### src/rtl/lamp_sqrt_issue_ctrl.sv
// lamp_sqrt_issue_ctrl: decodes a bfloat16-style operand, issues it to the iterative sqrt core,
// then normalises, rounds (nearest-even) and repacks the core's Q2.14 result.
module lamp_sqrt_issue_ctrl #(
    parameter int E_DW    = 8,
    parameter int F_DW    = 7,
    parameter int TIMEOUT = 64
) (
    input  logic                 clk,
    input  logic                 rst,
    input  logic                 in_valid_i,
    output logic                 in_ready_o,
    input  logic [E_DW+F_DW:0]   op_i,
    input  logic                 inv_i,
    output logic                 doSqrt_o,
    output logic [F_DW:0]        s_o,
    output logic                 is_exp_odd_o,
    output logic                 invSqrt_o,
    output logic                 special_case_o,
    input  logic                 core_valid_i,
    input  logic [15:0]          core_res_i,
    output logic                 out_valid_o,
    input  logic                 out_ready_i,
    output logic [E_DW+F_DW:0]   res_o,
    output logic                 err_o
);
    localparam int W  = 1 + E_DW + F_DW;
    localparam int XW = E_DW + 4;
    localparam int NW = 16 + F_DW + 1;
    localparam int CW = $clog2(TIMEOUT + 1);
    localparam logic signed [XW-1:0] BIAS = XW'((1 << (E_DW - 1)) - 1);
    localparam logic signed [XW-1:0] OFS  = XW'((1 << (E_DW - 1)) - 1 - 14);
    localparam logic signed [XW-1:0] EMAX = XW'((1 << E_DW) - 1);
    localparam logic [W-1:0] QNAN = {1'b0, {E_DW{1'b1}}, 1'b1, {(F_DW-1){1'b0}}};
    localparam logic [W-1:0] INF  = {1'b0, {E_DW{1'b1}}, {F_DW{1'b0}}};

    typedef enum logic [2:0] {IDLE, ISSUE, WAIT, ROUND, OUT} state_t;
    state_t state, state_n;

    logic [W-1:0] op_r, res_r, spec_val, rnd_res;
    logic inv_r, err_r;
    logic [15:0] core_r;
    logic [CW-1:0] cnt;

    logic sgn, is_nan, is_inf, is_zero, special;
    logic [E_DW-1:0] ex;
    logic [F_DW-1:0] fr;
    logic signed [XW-1:0] e, eb, ex_r;

    assign sgn     = op_r[W-1];
    assign ex      = op_r[W-2 -: E_DW];
    assign fr      = op_r[F_DW-1:0];
    assign is_nan  = &ex && |fr;
    assign is_inf  = &ex && !(|fr);
    assign is_zero = !(|ex) && !(|fr);
    assign special = is_nan | is_inf | is_zero | sgn;
    // subnormals use the minimum exponent, as the hidden bit is carried in s_o
    assign e  = $signed(XW'(ex == '0 ? E_DW'(1) : ex)) - BIAS;
    assign eb = inv_r ? -(e >>> 1) : (e >>> 1);
    assign spec_val = (is_nan || (sgn && !is_zero)) ? QNAN :
                      is_inf ? (inv_r ? '0 : INF) :
                      {sgn, inv_r ? INF[W-2:0] : {(W-1){1'b0}}};

    logic [3:0] p;
    logic [NW-2:0] norm;
    logic [F_DW+1:0] mant;
    logic [F_DW-1:0] frac_o;
    logic g, st, up;

    always_comb begin
        p = '0;
        for (int i = 0; i < 16; i++) if (core_r[i]) p = 4'(i);
    end

    // leading one shifted off the top; what remains is fraction, guard, sticky
    assign norm   = (NW-1)'({core_r, {(F_DW+1){1'b0}}} << (4'd15 - p));
    assign g      = norm[NW-2-F_DW];
    assign st     = |norm[NW-3-F_DW:0];
    assign up     = g & (st | norm[NW-1-F_DW]);
    assign mant   = {2'b01, norm[NW-2 -: F_DW]} + (F_DW+2)'(up);
    assign frac_o = mant[F_DW+1] ? mant[F_DW:1] : mant[F_DW-1:0];
    assign ex_r   = eb + $signed(XW'(p)) + OFS + $signed(XW'(mant[F_DW+1]));
    assign rnd_res = (!ex_r[XW-1] && ex_r >= EMAX) ? INF :
                     (ex_r[XW-1] || ex_r == '0) ? '0 : {1'b0, ex_r[E_DW-1:0], frac_o};

    always_comb begin
        state_n        = state;
        in_ready_o     = (state == IDLE) && !rst;
        doSqrt_o       = state == ISSUE;
        s_o            = doSqrt_o ? {|ex, fr} : '0;
        is_exp_odd_o   = doSqrt_o & e[0];
        invSqrt_o      = doSqrt_o & inv_r;
        special_case_o = doSqrt_o & special;
        out_valid_o    = state == OUT;
        res_o          = out_valid_o ? res_r : '0;
        err_o          = out_valid_o & err_r;
        case (state)
            IDLE:    state_n = in_valid_i ? ISSUE : IDLE;
            ISSUE:   state_n = WAIT;
            WAIT:    state_n = core_valid_i ? ROUND : (cnt == CW'(TIMEOUT - 1)) ? OUT : WAIT;
            ROUND:   state_n = OUT;
            OUT:     state_n = out_ready_i ? IDLE : OUT;
            default: state_n = IDLE;
        endcase
    end

    always_ff @(posedge clk or posedge rst) begin
        if (rst) state <= IDLE;
        else     state <= state_n;
    end

    always_ff @(posedge clk or posedge rst) begin
        if (rst) begin
            op_r   <= '0;
            inv_r  <= 1'b0;
            core_r <= '0;
            cnt    <= '0;
            res_r  <= '0;
            err_r  <= 1'b0;
        end else begin
            if (state == IDLE && in_valid_i) begin
                op_r  <= op_i;
                inv_r <= inv_i;
            end
            if (state == ISSUE) cnt <= '0;
            if (state == WAIT) cnt <= cnt + 1'b1;
            if (state == WAIT && core_valid_i) core_r <= core_res_i;
            if (state == WAIT && !core_valid_i && cnt == CW'(TIMEOUT - 1)) begin
                res_r <= QNAN;
                err_r <= 1'b1;
            end
            if (state == ROUND) begin
                res_r <= special ? spec_val : (core_r == '0) ? QNAN : rnd_res;
                err_r <= !special && core_r == '0;
            end
        end
    end
endmodule

### config.mk
export PLATFORM = sky130hd
export DESIGN_NAME = lamp_sqrt_issue_ctrl
export DESIGN_NICKNAME = d
export VERILOG_FILES = /design/src/rtl/lamp_sqrt_issue_ctrl.sv
export SDC_FILE = /design/constraint.sdc
export NUM_CORES = 1
export LEC_CHECK = 0
export CAP_MARGIN = 30
export CORE_MARGIN = 8
export CORE_UTILIZATION = 51
export CTS_CLUSTER_DIAMETER = 200
export DETAILED_ROUTE_END_ITERATION = 16
export GPL_ROUTABILITY_DRIVEN = 0
export PLACE_DENSITY = 0.78
export SLEW_MARGIN = 40
export SYNTH_ARGS = -nofsm -noshare
export SYNTH_HDL_FRONTEND = slang
export SYNTH_SLANG_ARGS = --single-unit
### constraint.sdc
create_clock -name clk -period 6.4 [get_ports clk]
set_input_delay 0.64 -clock clk [delete_from_list [all_inputs] [get_ports clk]]
set_output_delay 0.64 -clock clk [all_outputs]
set_load 0.02 [all_outputs]
==> impl_metrics.toml <==
# flow metrics
[final_timing]
hold_viol = 0
setup_viol = 0
fin_skew_ns = 0.0113
worst_pin_slew_ns = 0.794
hold_ws_ns = 0.491
slew_headroom = 0.466
setup_slack_ns = 0.235
final.setup.tns_ns = 0
min_period_ns = 6.17
drv_slew = 0
max_freq_mhz = 162
min_period_over_period = 0.963

[synth]
ys_cells = 581
top_area_cell = "dfrtp_1"
edf_count = 0
synthArstFlopShare = 1.00
syn_inst = 581
yosys_area_sq_um = 4850
yosys.cell_types.count = 70
avgSynthCellArea_sq_um = 8.35
yosys-top-cells-count = "dfrtp_1, nor2_1, o21ai_0"
fp_nets = 635
synth.top_cell.area_share = 0.309
yosys-mux-area-fraction = 0.0792
xor_area_frac = 0.0379
ff_type = "dfrtp_1"
yosysWarnings = 0
logic_family = "simple AND/OR/NAND/NOR gates"
ys_sh_adder = 0.0428
ys_seq_frac = 0.309
yosysMostFrequentCell = "dfrtp_1"
top_cells_by_area = "dfrtp_1, mux2_2, o21ai_0"
ys.flops = 60
ys_sh_simple = 0.251
compound_area_frac = 0.218
synth_area_sq_um = 4850

[clock_tree]
insertion_delay_ns = 0.35
cts_inserted_buffers = 9
clockRootBuffer = "clkbuf_8"
clk_pin_slew_worst_paths_ns = 0.07
htree_levels = 3
cts_sinks = 60
cts-resized-gates = 1
postCtsSetupRepairBufs = 0
ctsHoldBuffers = 0
clockBufferDepth = 2
tritoncts = "built"

[layout]
antenna_cells = 0
fin_area_sq_um = 6040
area_delta_synth_final_pct = 24.4
instances_no_fill = 791
layout-drive-gt1-share = 0.175
layout.nets = 712
post-route-util = 0.653

[global_route]
grt_max_degree = 61
grt_first_pass_wirelength_mm = 21.6
grt_use_total = 0.202
grt_overflow = 0
antenna_found_initial = 0
grt_pass1_vias = 4533

[die]
dieArea_sq_um = 12900
row_count = 35
fp_util = 0.525
die_y_um = 114
ioPinCount = 69
chipWidth_um = 114
core_sq_um = 9240

[place]
io_buffers = 68
dpl_worst_slack_ns = 0.0190
placed_area_sq_um = 5670
hpwl_mm = 9.71
dp_cells = 765

[detailed_routing]
first_pass_iters = 6
vias_per_cell = 5.98
ant_nets = 0
routed_wl_mm = 12.9
drc = 0
detail_route.wl_per_cell_um = 16.4
drt_iter0_drc = 438
num_vias = 4730

[job]
warnings = 26
cap_violations = 0

[setup_path]
crit_buf_inv = 3
path_delay_family = "simple AND/OR/NAND/NOR gates"
end_kind = "flop"
crit_slowest_cell = "or4_4"
cp.required_ns = 6.62
critical_path_class = "flop to flop"
crit_fanout = 10
cpPeakStageDelay_ns = 0.62
startpoint_type = "flop"
arrival_ns = 6.38

[min_path]
min_path_type = "flop to flop"

[run_status]
outcome = "finished, final reports clean"
## cell type report
cell class / instances / area, sq um
Sequential cell: 60 / 1510
Inverter: 28 / 105
Fill cell: 788 / 3200
Timing Repair Buffer: 101 / 932
Clock buffer: 9 / 124
Multi-Input combinational cell: 458 / 3140
Clock inverter: 6 / 66.3
Tap cell: 129 / 161
## cell usage in the layout, fill, tap and decap left out, types with 13 or more instances in the layout
cell	n
clkdlybuf4s50_1	68
dfrtp_1	52
nor2_1	49
o21ai_0	43
nand2_1	42
and2_1	33
buf_4	32
a21oi_1	29
mux2_2	27
inv_1	25
nand3_1	15
ha_1	15
nor3_1	14
xnor2_1	13
## kinds of logic after synthesis
group           Yosys count
xor+xnor                 21
simple gates            226
mux                      35
fa+ha+maj                16
buf+inv                  63
compound gates          160
flops                    60
## flip-flops by register name, summed over array words and instances (netlist names)
register  flops
cnt           7
core_r       16
err_r         1
inv_r         1
op_r         16
res_r        16
state         3
## layer usage
metal  GRT usage  vias to the layer above  share of wire
li1            -                     2270              -
met1       0.264                     2194           0.45
met2       0.313                      228           0.45
met3      0.0512                       38          0.077
met4      0.0755                        0          0.024
met5           0                        -              0
## path summary, 6_finish.rpt
check                      startpoint          to  slack, ns  cells after the start
setup / recovery            core_r[9]    res_r[7]       0.23                     26
hold / removal                 cnt[5]      cnt[5]       0.49                      1
setup reg to reg            core_r[9]    res_r[7]       0.23                     26
hold reg to reg                cnt[5]      cnt[5]       0.49                      1
max in group asynchronous         rst  core_r[10]       5.21                      3
min in group asynchronous         rst    state[1]       0.78                      3
==> images/m2.png <==
Scale: 4 px per um. Cells faint in the background.
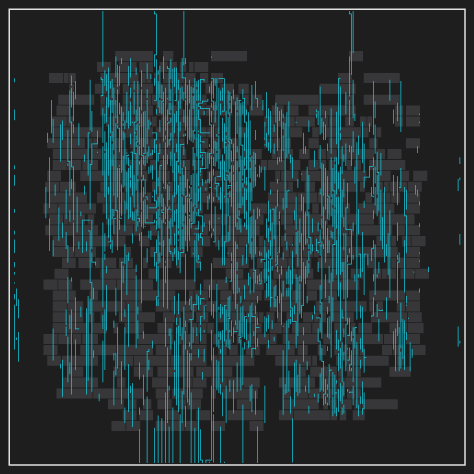
nets with wire on the layer: 603
wire length on this layer: 5,860 um
share of all routed wire: 45%

==> images/class_map.png <==
Scale: 3 px per um. Fill, decap, tap and diode cells in grey.
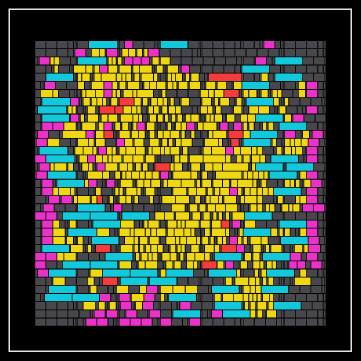
| colour | class | cells |
|---|---|---|
| red | clock drivers and dummy loads | 15 |
| magenta | remaining buffers and delay cells | 101 |
| yellow | remaining logic cells | 486 |
| cyan | sequential cells | 60 |

==> images/clock_wires.png <==
Scale: 4 px per um.
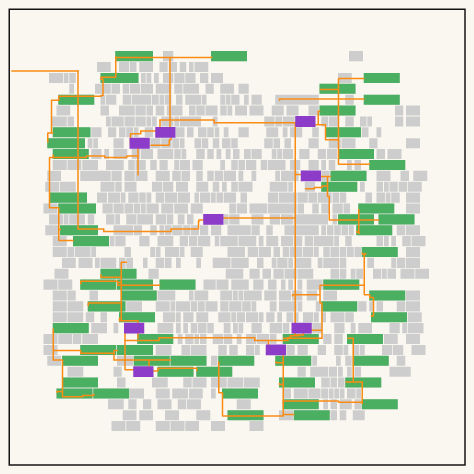
[green] flip-flops | count: 60
[purple] clock-net drivers | count: 9
[orange] clock wires | length: 854 um
flops lie: all over the die
routed clock nets: 10

==> images/port_trees.png <==
Scale: 3 px per um.
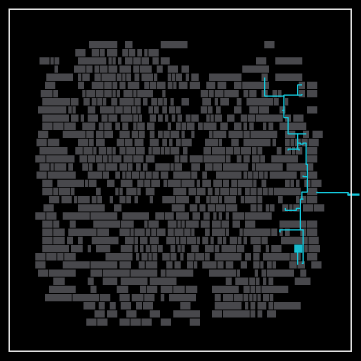
| colour | port | direction | edge | end cells | buffers | wire |
|---|---|---|---|---|---|---|
| cyan | `out_valid_o` | output | east | 1 | 2 | 135 um |

